`src/rtl/handshake_pkg.sv`:
```
// Shared constants and helpers for the valid/ready pipeline slice.
package handshake_pkg;

  localparam int HS_BYPASS = 0;
  localparam int HS_FWD    = 1;
  localparam int HS_SKID   = 2;

  // Occupancy counter width able to hold 0 .. 2*stages.
  function automatic int hs_occ_w(input int stages);
    return $clog2(2 * stages + 1);
  endfunction

endpackage

```
`src/rtl/handshake_stage.sv`:
```
// One valid/ready register stage: FWD (1 entry, combinational ready) or
// SKID (main + skid entry, registered ready).
module handshake_stage
  import handshake_pkg::*;
#(
  parameter int DATA_WIDTH = 64,
  parameter int MODE       = HS_FWD
) (
  input  logic                  clk_i,
  input  logic                  rst_i,
  input  logic                  flush_i,
  input  logic [DATA_WIDTH-1:0] data_i,
  input  logic                  valid_i,
  output logic                  ready_o,
  output logic [DATA_WIDTH-1:0] data_o,
  output logic                  valid_o,
  input  logic                  ready_i,
  output logic [1:0]            cnt_o
);

  logic                  valid_q;
  logic [DATA_WIDTH-1:0] data_q;

  assign valid_o = valid_q;
  assign data_o  = data_q;

  if (MODE == HS_SKID) begin : g_skid
    logic                  skid_valid;
    logic [DATA_WIDTH-1:0] skid_data;

    assign ready_o = !skid_valid;
    assign cnt_o   = {1'b0, valid_q} + {1'b0, skid_valid};

    // skid_valid implies valid_q, so ready_i alone means main is draining.
    always_ff @(posedge clk_i) begin
      if (rst_i || flush_i) begin
        valid_q    <= 1'b0;
        skid_valid <= 1'b0;
      end else if (skid_valid) begin
        if (ready_i) begin
          valid_q    <= 1'b1;
          data_q     <= skid_data;
          skid_valid <= 1'b0;
        end
      end else if (!valid_q || ready_i) begin
        valid_q <= valid_i;
        if (valid_i) data_q <= data_i;
      end else if (valid_i) begin
        skid_valid <= 1'b1;
        skid_data  <= data_i;
      end
    end
  end else begin : g_fwd
    assign ready_o = !valid_q || ready_i;
    assign cnt_o   = {1'b0, valid_q};

    always_ff @(posedge clk_i) begin
      if (rst_i || flush_i) valid_q <= 1'b0;
      else if (ready_o)     valid_q <= valid_i;
    end

    always_ff @(posedge clk_i) begin
      if (valid_i && ready_o) data_q <= data_i;
    end
  end

endmodule

```
`src/rtl/handshake_pipe.sv`:
```
// Chain of STAGES handshake stages (or pure wires in BYPASS) with flush
// and a beat-occupancy output.
module handshake_pipe
  import handshake_pkg::*;
#(
  parameter int DATA_WIDTH = 64,
  parameter int STAGES     = 1,
  parameter int MODE       = HS_FWD,
  parameter int OCC_W      = hs_occ_w(STAGES)
) (
  input  logic                  clk_i,
  input  logic                  rst_i,
  input  logic                  flush_i,
  input  logic [DATA_WIDTH-1:0] data_i,
  input  logic                  valid_i,
  output logic                  ready_o,
  output logic [DATA_WIDTH-1:0] data_o,
  output logic                  valid_o,
  input  logic                  ready_i,
  output logic [OCC_W-1:0]      occ_o
);

  if (MODE == HS_BYPASS) begin : g_bypass
    logic unused_bypass;
    assign unused_bypass = ^{clk_i, rst_i, flush_i};
    assign data_o  = data_i;
    assign valid_o = valid_i;
    assign ready_o = ready_i;
    assign occ_o   = '0;
  end else if (MODE == HS_FWD || MODE == HS_SKID) begin : g_chain
    logic [DATA_WIDTH-1:0] data_s  [STAGES+1];
    logic                  valid_s [STAGES+1];
    logic [1:0]            cnt_s   [STAGES];
    logic [OCC_W-1:0]      occ_sum;

    assign data_s[0]  = data_i;
    assign valid_s[0] = valid_i;
    assign data_o     = data_s[STAGES];
    assign valid_o    = valid_s[STAGES];

    // Ready travels backwards through per-stage nets so the FWD chain
    // stays a plain combinational path rather than a self-referencing vector.
    for (genvar i = 0; i < STAGES; i++) begin : g_stage
      logic rdy;
      logic rdy_dn;

      if (i == STAGES - 1) begin : g_last
        assign rdy_dn = ready_i;
      end else begin : g_mid
        assign rdy_dn = g_stage[i+1].rdy;
      end

      handshake_stage #(
        .DATA_WIDTH(DATA_WIDTH),
        .MODE      (MODE)
      ) u_stage (
        .clk_i  (clk_i),
        .rst_i  (rst_i),
        .flush_i(flush_i),
        .data_i (data_s[i]),
        .valid_i(valid_s[i]),
        .ready_o(rdy),
        .data_o (data_s[i+1]),
        .valid_o(valid_s[i+1]),
        .ready_i(rdy_dn),
        .cnt_o  (cnt_s[i])
      );
    end

    assign ready_o = g_stage[0].rdy;

    always_comb begin
      occ_sum = '0;
      for (int unsigned i = 0; i < STAGES; i++) begin
        occ_sum = occ_sum + OCC_W'(cnt_s[i]);
      end
    end

    assign occ_o = occ_sum;
  end else begin : g_bad_mode
    $error("handshake_pipe: MODE must be 0 (BYPASS), 1 (FWD) or 2 (SKID)");
  end

endmodule

```
`config.mk`:
```
export PLATFORM = sky130hd
export DESIGN_NAME = handshake_pipe
export DESIGN_NICKNAME = d
export VERILOG_FILES = /design/src/rtl/handshake_pkg.sv /design/src/rtl/handshake_stage.sv /design/src/rtl/handshake_pipe.sv
export SDC_FILE = /design/constraint.sdc
export NUM_CORES = 1
export LEC_CHECK = 0
export ABC_AREA = 1
export CORE_MARGIN = 1
export CORE_UTILIZATION = 30
export CTS_CLUSTER_SIZE = 28
export DETAILED_ROUTE_END_ITERATION = 6
export GPL_ROUTABILITY_DRIVEN = 0
export PLACE_DENSITY = 0.68
export SLEW_MARGIN = 30
export SYNTH_ARGS = -nofsm -noshare
export SYNTH_HDL_FRONTEND = slang
export SYNTH_SLANG_ARGS = --single-unit
export TNS_END_PERCENT = 5
```
`constraint.sdc`:
```
create_clock -name clk_i -period 14.6 [get_ports clk_i]
set_clock_uncertainty 0.15 [all_clocks]
set_input_delay 2.92 -clock clk_i [delete_from_list [all_inputs] [get_ports clk_i]]
set_output_delay 2.92 -clock clk_i [all_outputs]
set_load 0.01 [all_outputs]
```
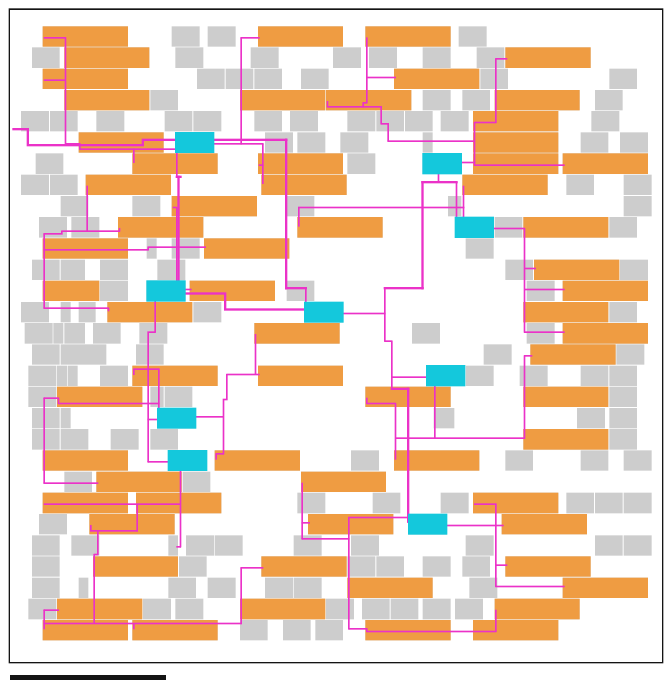
(clock network drawn from the DEF)
Scale bar: 20 µm.
Key: orange = flip-flops [count 65]; magenta = clock wires [length 787 µm]; cyan = clock-net drivers [count 9]
There are 10 routed clock nets.
Late-Pin Clk Latency: 0.32 ns
clock share of power: 0.311
Clock group: 122 µW

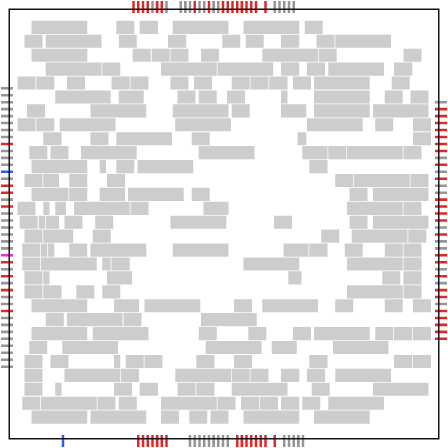
(I/O pins on the die edge)
Pins as bars across the die edge, other pins in gray.
Key: red = data_o [pins 64, direction output, edge 24 right, 17 top, 15 bottom, 8 left]; blue = occ_o [pins 2, direction output, edge 1 left, 1 bottom]; magenta = flush_i [pins 1, direction input, edge left]
All pins by edge: 41 left, 35 right, 31 top, 30 bottom.
die height: 83.64 µm
Port Buf Inserts: 135
chip width: 83.64 µm

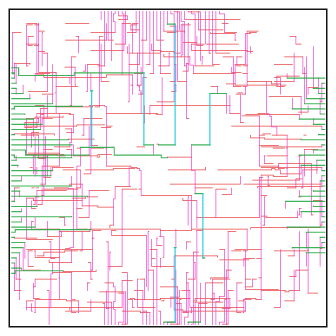
(metal layers overlaid)
Key: green = M3 [wire length 511 µm]; magenta = M2 [wire length 2090 µm]; cyan = M4 [wire length 116 µm]; red = M1 [wire length 1560 µm]
GRT Util Overall: 0.1309
DR WL/cell: 14.16 µm

==> run summary <==
vias in the first global route = 1401
Final Max Slew Viols = 0
Post-synth EDFFs = 64
dpl hpwl = 3130 µm
cell type with the largest total area = edfxtp_1
yosys warning tally = 0
Commonest flop = edfxtp_1
Tightest Hold Check Type = flip-flop to flip-flop
Post-CTS Hold Buffers = 0
Vias/cell = 4.169
chip area = 6995 µm²
via count = 1259
clk slew on worst S/H paths = 0.06 ns
reg-to-reg endpoint = g_chain.g_stage[0].u_stage.data_o[55]
r2r worst-path depth = 2
gr ovfl total = 0
CTS Buf Count = 9
initial DRC count = 52
fin crit period = 7.121 ns
ratio of cells with drive above 1 in the final layout = 0.07556
Util after Layout = 0.5643
Leak = 0.001272 µW
CP top delay family = buffers and inverters
Fmax = 140.4 MHz
Post-DRT Antenna Nets = 0
CP bufs+invs = 3
Post-CTS Setup Inserts = 0
Synth Cell Area = 1999 µm²
Max Cap Viol = 0
most frequent cell after synthesis = edfxtp_1
Worst Setup End Kind = primary output
clock sink count = 65
top cell type's share of synthesized area = 0.9612
CP peak stage delay = 0.54 ns
FFs w/ async S/R, synth = 0
status = finished clean
Synth Seq Share = 0.9712
worst slew pin tran = 0.7967 ns
setup slack, reg-to-reg = 12.89 ns
reg2reg start = g_chain.g_stage[0].u_stage.valid_o
largest net degree at the start of global routing = 65
ys flops = 65
RSZ-0062 raised after global routing = no
Crit Path Class = input pin to primary output
Hold Path Stages = 2
Final Power = 391.1 µW
maximum clock insertion buffer count = 2
Hold Fails Final Rpt = 0
Worst slew margin = 0.4689
Core Area = 6386 µm²
Critical Path, Cell by Cell = clkdlybuf4s50_1 > inv_2 > nand2_2 > clkdlybuf4s50_1
yosys cell count = 76
syn_nets = 145
Worst Hold End = g_chain.g_stage[0].u_stage.valid_o
OpenROAD warning count = 26
first-pass GRT wire length = 6803 µm
most frequent CP cell = clkdlybuf4s50_1
final hold slack = 0.4079 ns
critical path depth = 4
yosys synthesis chip area = 1999 µm²
Cell Rows = 29
startpoint types = input pin
root buf cell = clkbuf_8
CTS tree = done
Hold Startpoint = g_chain.g_stage[0].u_stage.valid_o
num ports = 137
Critical Path AT = 4.05 ns
Ant. Diodes = 0
Setup TNS = 0 ns
initial antenna violation count = 0
synthesized area per cell = 26.31 µm²
final WL = 4276 µm
largest fanout on the critical path = 2
synth cell count leaders = 64 x edfxtp_1, 3 x inv_1, 2 x buf_4
crit path DRT = 11.53 ns
top cells, area = edfxtp_1 96%, dfxtp_1 1.0%, buf_4 0.75%
Synth Instances = 76
distinct lib cells = 10
nets@finish = 290
[registers in the layout, indices dropped and copies added (netlist names)]
signal / count
g_chain.g_stage.u_stage.data_o: 64
g_chain.g_stage.u_stage.valid_o: 1
[power breakdown]
group	switching, µW	total, µW	internal [µW]
clock	62.0	122	59.6
sequential	2.77	221	218
combinational	16.4	49.0	32.6
[cells by family after synthesis]
family	synth area share
flops	0.9712
buf+inv	0.01501
compound gates	0.006882
simple gates	0.005006
other cells	0.001876
[routing by layer]
| layer | track usage | wire [µm] |
|---|---|---|
| met4 | 0.08629 | 116 |
| met3 | 0.06726 | 511 |
| met2 | 0.2055 | 2086 |
| met1 | 0.1373 | 1562 |
| met5 | 0 | 0 |
[worst reg2reg max path: cells and delay by family (launching register included)]
family          cells  cell delay (ns)
flops               1             0.36
compound gates      1             0.15
buf+inv             1             0.63
[cell type report]
| cell class | count | area [µm²] |
|---|---|---|
| clock buffers | 11 | 131.4 |
| repair buffers | 136 | 1359 |
| well taps | 77 | 96.34 |
| multi-input cells | 5 | 38.79 |
| flip-flops and latches | 65 | 1942 |
| inverters | 4 | 15.01 |
| clock inverters | 4 | 21.27 |
| fillers | 519 | 2783 |
[cell usage in the layout, fill, tap and decap left out]
cell	n
a21oi_2	1
a21oi_4	1
buf_4	1
clkbuf_1	2
clkbuf_8	9
clkdlybuf4s50_1	135
clkinv_1	1
clkinv_2	2
clkinvlp_4	1
conb_1	1
dfxtp_1	1
edfxtp_1	64
inv_1	3
inv_2	1
nand2_1	1
nand2_2	1
[per-stage QoR]
step	instance area, µm²	cells	setup slack, ns
3_3_place_gp	3451	287	7.485
6_report	3603	302	7.479
3_5_place_dp	3451	287	7.482
2_1_floorplan	1999	76	7.859
5_1_grt	3603	302	7.456
4_1_cts	3603	302	7.475
[worst max-delay path by stage]
stage	startpoint	to	slack (ns)
global placement	ready_i	ready_o	7.48
floorplan	valid_i	g_chain.g_stage[0].u_stage.data_o[0]	7.86
global route	ready_i	ready_o	7.46
CTS	ready_i	ready_o	7.47
finish	ready_i	ready_o	7.48
detailed placement	ready_i	ready_o	7.48
Power and IR drop assume default switching activity.
